`src/rtl/mul_pkg.sv`:
```
// rtl/mul_pkg.sv - shared widths and issue-FSM encoding for the multiplier feeder
package mul_pkg;

   localparam int N_BITS_DEF = 4;
   localparam int PROD_W_DEF = 2 * N_BITS_DEF;

   typedef enum logic [1:0] {
      IDLE    = 2'd0,
      START   = 2'd1,
      WAIT_LO = 2'd2,
      WAIT_HI = 2'd3
   } feed_state_t;

endpackage

```
`src/rtl/mul_op_fifo.sv`:
```
// rtl/mul_op_fifo.sv - synchronous operand FIFO with combinational head
module mul_op_fifo #(
   parameter int WIDTH = 8,
   parameter int DEPTH = 4
) (
   input  logic             clk,
   input  logic             rst,
   input  logic             push,
   input  logic             pop,
   input  logic [WIDTH-1:0] din,
   output logic [WIDTH-1:0] dout,
   output logic             full,
   output logic             empty
);

   localparam int AW = $clog2(DEPTH);

   // Extra pointer MSB distinguishes full from empty when the indices match.
   logic [AW:0]      wr_ptr;
   logic [AW:0]      rd_ptr;
   logic [WIDTH-1:0] mem [DEPTH];

   assign empty = (wr_ptr == rd_ptr);
   assign full  = (wr_ptr[AW] != rd_ptr[AW]) && (wr_ptr[AW-1:0] == rd_ptr[AW-1:0]);
   assign dout  = mem[rd_ptr[AW-1:0]];

   // Pointer update; push and pop in one cycle both advance, leaving the count unchanged.
   always_ff @(posedge clk or posedge rst) begin
      if (rst) begin
         wr_ptr <= '0;
         rd_ptr <= '0;
      end else begin
         if (push && !full) wr_ptr <= wr_ptr + (AW+1)'(1);
         if (pop && !empty) rd_ptr <= rd_ptr + (AW+1)'(1);
      end
   end

   // Storage write; contents need no reset because empty masks them.
   always_ff @(posedge clk) begin
      if (push && !full) mem[wr_ptr[AW-1:0]] <= din;
   end

endmodule

```
`src/rtl/mul_feeder.sv`:
```
// rtl/mul_feeder.sv - queues operand pairs, issues them to mul, buffers the product
module mul_feeder
   import mul_pkg::*;
#(
   parameter int N_BITS = N_BITS_DEF,
   parameter int DEPTH  = 4
) (
   input  logic                  clk,
   input  logic                  rst,
   input  logic                  in_valid,
   output logic                  in_ready,
   input  logic [N_BITS-1:0]     in_m,
   input  logic [N_BITS-1:0]     in_r,
   output logic                  mul_start,
   output logic [N_BITS-1:0]     mul_m,
   output logic [N_BITS-1:0]     mul_r,
   input  logic                  mul_done,
   input  logic [2*N_BITS-1:0]   mul_prod,
   output logic                  out_valid,
   input  logic                  out_ready,
   output logic [2*N_BITS-1:0]   out_prod,
   output logic                  busy
);

   feed_state_t           state;
   feed_state_t           state_nxt;
   logic                  pop;
   logic                  capture;
   logic                  full;
   logic                  empty;
   logic [2*N_BITS-1:0]   head;

   assign in_ready = !full;
   assign busy     = !empty || (state != IDLE) || out_valid;

   mul_op_fifo #(
      .WIDTH (2*N_BITS),
      .DEPTH (DEPTH)
   ) u_fifo (
      .clk   (clk),
      .rst   (rst),
      .push  (in_valid && !full),
      .pop   (pop),
      .din   ({in_m, in_r}),
      .dout  (head),
      .full  (full),
      .empty (empty)
   );

   // Issue FSM state register.
   always_ff @(posedge clk or posedge rst) begin
      if (rst) state <= IDLE;
      else     state <= state_nxt;
   end

   // Next state and Moore outputs; capture waits for a free result slot so mul holds prod.
   always_comb begin
      state_nxt = state;
      pop       = 1'b0;
      capture   = 1'b0;
      mul_start = 1'b0;
      case (state)
         IDLE: begin
            if (!empty && mul_done) begin
               state_nxt = START;
               pop       = 1'b1;
            end
         end
         START: begin
            mul_start = 1'b1;
            state_nxt = WAIT_LO;
         end
         WAIT_LO: begin
            if (!mul_done) state_nxt = WAIT_HI;
         end
         WAIT_HI: begin
            if (mul_done && (!out_valid || out_ready)) begin
               state_nxt = IDLE;
               capture   = 1'b1;
            end
         end
         default: state_nxt = IDLE;
      endcase
   end

   // Operand registers load on pop and hold for the whole job.
   always_ff @(posedge clk or posedge rst) begin
      if (rst) begin
         mul_m <= '0;
         mul_r <= '0;
      end else if (pop) begin
         mul_m <= head[2*N_BITS-1:N_BITS];
         mul_r <= head[N_BITS-1:0];
      end
   end

   // Result register; a capture in the same cycle as out_ready keeps out_valid set.
   always_ff @(posedge clk or posedge rst) begin
      if (rst) begin
         out_valid <= 1'b0;
         out_prod  <= '0;
      end else if (capture) begin
         out_valid <= 1'b1;
         out_prod  <= mul_prod;
      end else if (out_ready) begin
         out_valid <= 1'b0;
      end
   end

endmodule

```
`config.mk`:
```
export PLATFORM = sky130hd
export DESIGN_NAME = mul_feeder
export DESIGN_NICKNAME = d
export VERILOG_FILES = /design/src/rtl/mul_pkg.sv /design/src/rtl/mul_op_fifo.sv /design/src/rtl/mul_feeder.sv
export SDC_FILE = /design/constraint.sdc
export NUM_CORES = 1
export LEC_CHECK = 0
export CELL_PAD_IN_SITES_DETAIL_PLACEMENT = 1
export CELL_PAD_IN_SITES_GLOBAL_PLACEMENT = 1
export CORE_ASPECT_RATIO = 1.75
export CORE_MARGIN = 10
export CORE_UTILIZATION = 36
export CTS_CLUSTER_DIAMETER = 50
export CTS_CLUSTER_SIZE = 16
export DETAILED_ROUTE_END_ITERATION = 10
export PLACE_DENSITY = 0.66
export SLEW_MARGIN = 10
export SYNTH_ARGS = -nofsm -noshare
export SYNTH_HDL_FRONTEND = slang
export SYNTH_SLANG_ARGS = --single-unit
```
`constraint.sdc`:
```
create_clock -name clk -period 2.5 [get_ports clk]
set_input_delay 0.5 -clock clk [delete_from_list [all_inputs] [get_ports clk]]
set_output_delay 0.5 -clock clk [all_outputs]
set_load 0.005 [all_outputs]
```
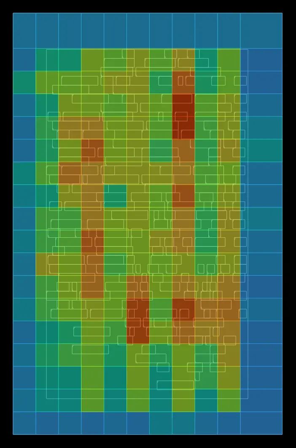
**Above:** run 1 (routing congestion).
Final Util: 50.0%
Most Crowded Layer GR: met2
Avg WL per Cell: 18.4 um

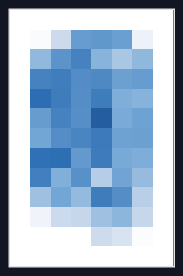
**Above:** run 1 (placement density heat map).
Drawn at 2 px/um. The die is cut into 8 by 13 equal tiles; white is low, dark blue is high, 0 to 100% covered.
tiles over 75% full: 1.9%
fullest tile: 81%
densest ninth of the die: middle
mean over tiles: 30%

==> impl_metrics.yaml, run 1 <==
# flow metrics
run_status:
  status: "completed"
synth:
  synthTopLogicFamily: "multiplexers"
  edf_count: 32
  ys_sh_xor_pct: 3.96
  yosys_most_used_dff: "edfxtp_1"
  synthTopCellsByCount: "32 x edfxtp_1, 25 x dfrtp_1, 18 x mux2_2"
  syn_area_sq_um: 2400
  postSynthSeqShare_pct: 66.1
  yosys_area_sq_um: 2400
  largest_area_cell: "edfxtp_1"
  ys_ff: 57
cts:
  numCtsBuffers: 9
final_layout:
  final_cell_area_sq_um: 3250
  layout-drive-gt1-share_pct: 19.7
  lay_top_cells: "40 x clkdlybuf4s50_1, 32 x edfxtp_1, 25 x dfrtp_1"
  antenna_cells: 0
die:
  core_area_sq_um: 6490
  num_rows: 39
  top_level_ports: 41
  fp.dieW_um: 81.7
worst_setup_path:
  cp_slowest_cell: "dfrtp_1"
  cp.required_ps: 2000
  startpoint_type: "register"
  reg2reg_slack_ps: 670
  crit_path_cell_trace: "xor2_1, nor3_2, nand3b_1, clkdlybuf4s50_1"
timing:
  max_slew.worst_pin.slew_ps: 485
  max_clock_freq_ghz: 0.434
  timing.final.crit_period_ps: 2310
  final_max_slew_viol_count: 0
  rsz0062_at_grt: "false"
  skew_ps: 7.97
  hold_viol: 0
power_and_ir_drop:
  power.switching_mw: 1.19
  p_seq_share_pct: 35.6
  peakVddDrop_mv: 0.609
  finalPower_mw: 4.30
  p_int_mw: 3.11
  p_comb_share_pct: 32.7
routing:
  wl_met3_um: 345
  drt-vias-per-instance: 4.87
  wl_met2_um: 2680
  antenna_left: 0
  first_pass_iters: 4
placement:
  gp_congestion: 0.715
  dpl.hpwl_um: 3700
grt:
  grt_max_degree: 26
  use_met3_pct: 3.37
job:
  maxCapViolCount: 0
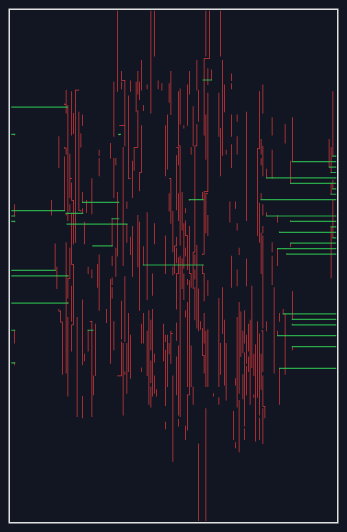
**Above:** run 1 (signal wires by layer).
Drawn at 4 px/um. Two of the layers only.
| layer | color | wire length |
|---|---|---|
| met2 | red | 2680 um |
| met3 | green | 345 um |
GRT Util Overall: 9.93%
DR vias: 1338
Post-Route WL: 5050 um

## run 1: area by class of cell
type	instances	area, sq um	share of cell area, %
sequential	57	1590	48.9
multi-input combinational	70	769	23.7
timing repair buffer	44	430	13.3
clock buffer	10	229	7.05
clock inverter	6	106	3.28
tap	82	103	3.16
inverter	6	22.5	0.694
## run 1: sequential cells by signal, summed over array words and instances (netlist names)
signal         count
u_fifo.mem        32
u_fifo.rd_ptr      3
u_fifo.wr_ptr      3
out_prod           8
mul_m              4
out_valid          1
state              2
mul_r              4
## run 1: per-stage QoR
| step | utilization [%] | cells |
|---|---|---|
| after floorplan | - | 136 |
| after global placement | 44.8 | 259 |
| after detailed placement | 44.8 | 259 |
| after CTS | 50.0 | 275 |
| after global routing | 50.0 | 275 |
| final | 50.0 | 275 |
## run 1: critical path: cells and delay by family (launching register included)
kind / cells / cell delay [ps]
xor gates and xnor gates: 1 / 220
DFF: 1 / 460
buffers and inverters: 1 / 450
and+or+nand+nor: 2 / 340
## run 1: what timing repair did
item	in CTS	in global routing
setup endpoints to repair	0	1
hold endpoints to repair	0	0
gates resized	0	1
hold buffers	0	0
## run 1: worst paths after layout
| check | from | endpoint | depth (start not counted) |
|---|---|---|---|
| setup reg to reg | u_fifo.wr_ptr[1]$_DFFE_PP0P_ | u_fifo.mem[3][1]$_DFFE_PP_ | 3 |
| hold / removal | out_prod[4]$_DFFE_PP0P_ | out_prod[4]$_DFFE_PP0P_ | 1 |
| min in group asynchronous | rst | mul_r[1]$_DFFE_PP0P_ | 3 |
| hold reg to reg | out_prod[4]$_DFFE_PP0P_ | out_prod[4]$_DFFE_PP0P_ | 1 |
| max in group asynchronous | rst | out_prod[7]$_DFFE_PP0P_ | 3 |
| setup / recovery | u_fifo.wr_ptr[1]$_DFFE_PP0P_ | busy | 4 |
**Run 1: routed clock nets over the placement**

Drawn at 4 px/um.
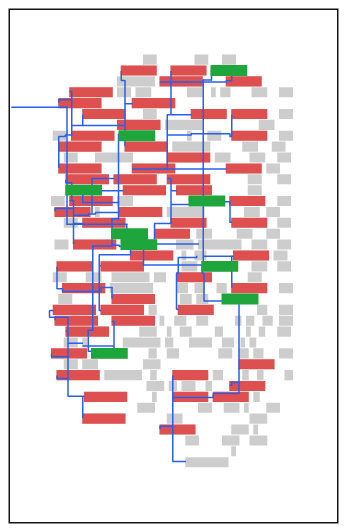

## Run 2: what changed since run 1
Settings changed: CORE_UTILIZATION 36 to 47, PLACE_DENSITY 0.66 to 0.83.
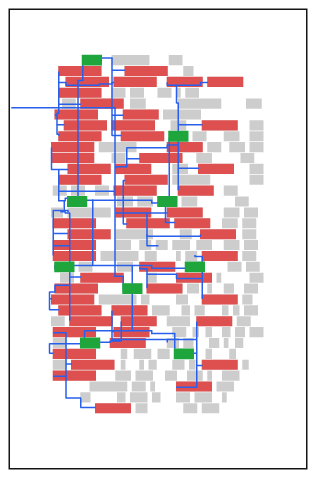
**Above:** run 2 (routed clock nets over the placement).
Drawn at 4 px/um.
[flip-flops] red | count: 57
[cells driving clock nets] green | count: 9
[clock wires] blue | length: 716 um
routed clock nets: 10

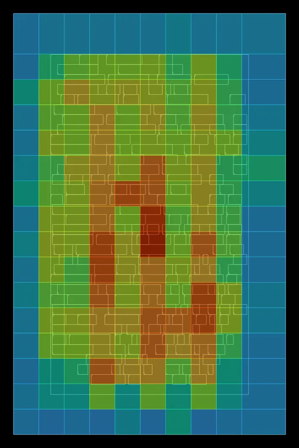
**Above:** run 2 (routing congestion).
GRT Util Overall: 13.0%
GR Util met2: 23.9%

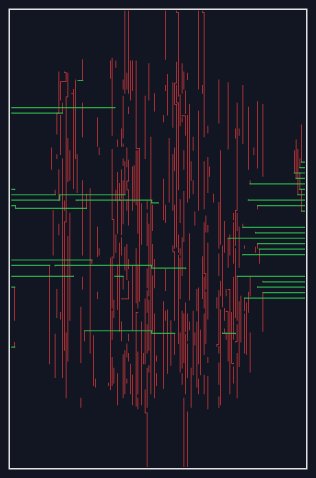
**Above:** run 2 (signal wires by layer).
Drawn at 4 px/um. Two of the layers only.
| layer | color | wire length |
|---|---|---|
| met3 | green | 428 um |
| met2 | red | 2840 um |
Avg WL per Cell: 20.6 um
DR vias: 1344
Post-Route WL: 5080 um

==> impl_metrics.yaml, run 2 <==
# flow metrics
synth:
  edf_count: 32
  yosys_area_sq_um: 2400
  synthTopLogicFamily: "multiplexers"
  syn_area_sq_um: 2400
  largest_area_cell: "edfxtp_1"
  synthAoiAreaFrac_pct: 2.09
  ys_ff: 57
  postSynthSeqShare_pct: 66.1
  synth-adder-area-share_pct: 4.69
run_status:
  status: "completed"
worst_setup_path:
  crit_path_cell_trace: "xor2_1, nor3_1, nand3b_1, clkdlybuf4s50_1"
  cp.required_ps: 2000
  cp_slowest_cell: "clkdlybuf4s50_1"
  startpoint_type: "register"
  reg2reg_to: "u_fifo.mem[3][3]$_DFFE_PP_"
  reg2reg_slack_ps: 730
  worstRegToRegCells: 3
final_layout:
  antenna_cells: 0
  instances_no_fill: 247
  fin_util_pct: 62.2
  final_cell_area_sq_um: 3100
  layout-drive-gt1-share_pct: 20.7
  largest_register_ffs: 32
  fillers: 453
  lay_top_cells: "40 x clkdlybuf4s50_1, 32 x edfxtp_1, 25 x dfrtp_1"
timing:
  rsz0062_at_grt: "false"
  hold_viol: 0
  skew_ps: 6.79
  max_clock_freq_ghz: 0.418
  final_max_slew_viol_count: 0
  max_slew.worst_pin.slew_ps: 510
cts:
  numCtsBuffers: 9
  cts_resized: 0
  clk_pin_slew_ps: 70
  hold_buffers: 0
power_and_ir_drop:
  peakVddDrop_mv: 0.843
  finalPower_mw: 3.90
die:
  top_level_ports: 41
  num_rows: 34
  fp.dieW_um: 74.0
placement:
  dpl.hpwl_um: 3720
  dp.cells: 231
  gp_congestion: 0.723
routing:
  drt-vias-per-instance: 5.44
  antenna_left: 0
job:
  maxCapViolCount: 0
min_path:
  whs_endpoint: "out_prod[1]$_DFFE_PP0P_"
  min-delay-start: "out_prod[1]$_DFFE_PP0P_"
grt:
  grt_max_degree: 26
## run 2: cell counts after synthesis
No cell type changed its count.
## run 2: metal layers
layer / wire length, um / track usage [%]
met5: 0 / 0
met4: 88 / 7.87
met3: 427 / 5.30
met2: 2840 / 23.9
met1: 1720 / 10.6
## run 2: worst max-delay path: cells and delay by family, from the launching register on
kind          cells  cell delay (ps)
xor+xnor          1              210
buf+inv           1              460
flops             1              450
simple gates      2              440
## run 2: power by group
part	switching (mW)	internal (mW)	total [mW]
Combinational	0.601	0.800	1.40
Sequential	0.195	1.34	1.53
Clock	0.395	0.570	0.965
## run 2: area by class of cell
class	count	area, sq um	share of cell area [%]
inverter	6	22.5	0.727
timing repair buffer	44	430	13.9
multi-input combinational	70	764	24.7
clock buffer	9	124	4.00
tap	54	67.6	2.18
sequential	57	1590	51.2
clock inverter	7	103	3.31
## run 2: how the worst max path moves through the flow
stage | startpoint | end | slack (ps) | cells past startpoint
floorplan | u_fifo.rd_ptr[0]$_DFFE_PP0P_ | u_fifo.wr_ptr[2]$_DFFE_PP0P_ | 910 | 5
global placement | in_valid | u_fifo.mem[3][6]$_DFFE_PP_ | 480 | 3
detailed placement | mul_done | mul_r[3]$_DFFE_PP0P_ | 430 | 5
CTS | u_fifo.wr_ptr[1]$_DFFE_PP0P_ | busy | 70 | 4
global route | u_fifo.wr_ptr[1]$_DFFE_PP0P_ | busy | 7 | 4
finish | u_fifo.wr_ptr[1]$_DFFE_PP0P_ | busy | 110 | 4
No activity file was given, so power comes from the tool's default toggle rates.
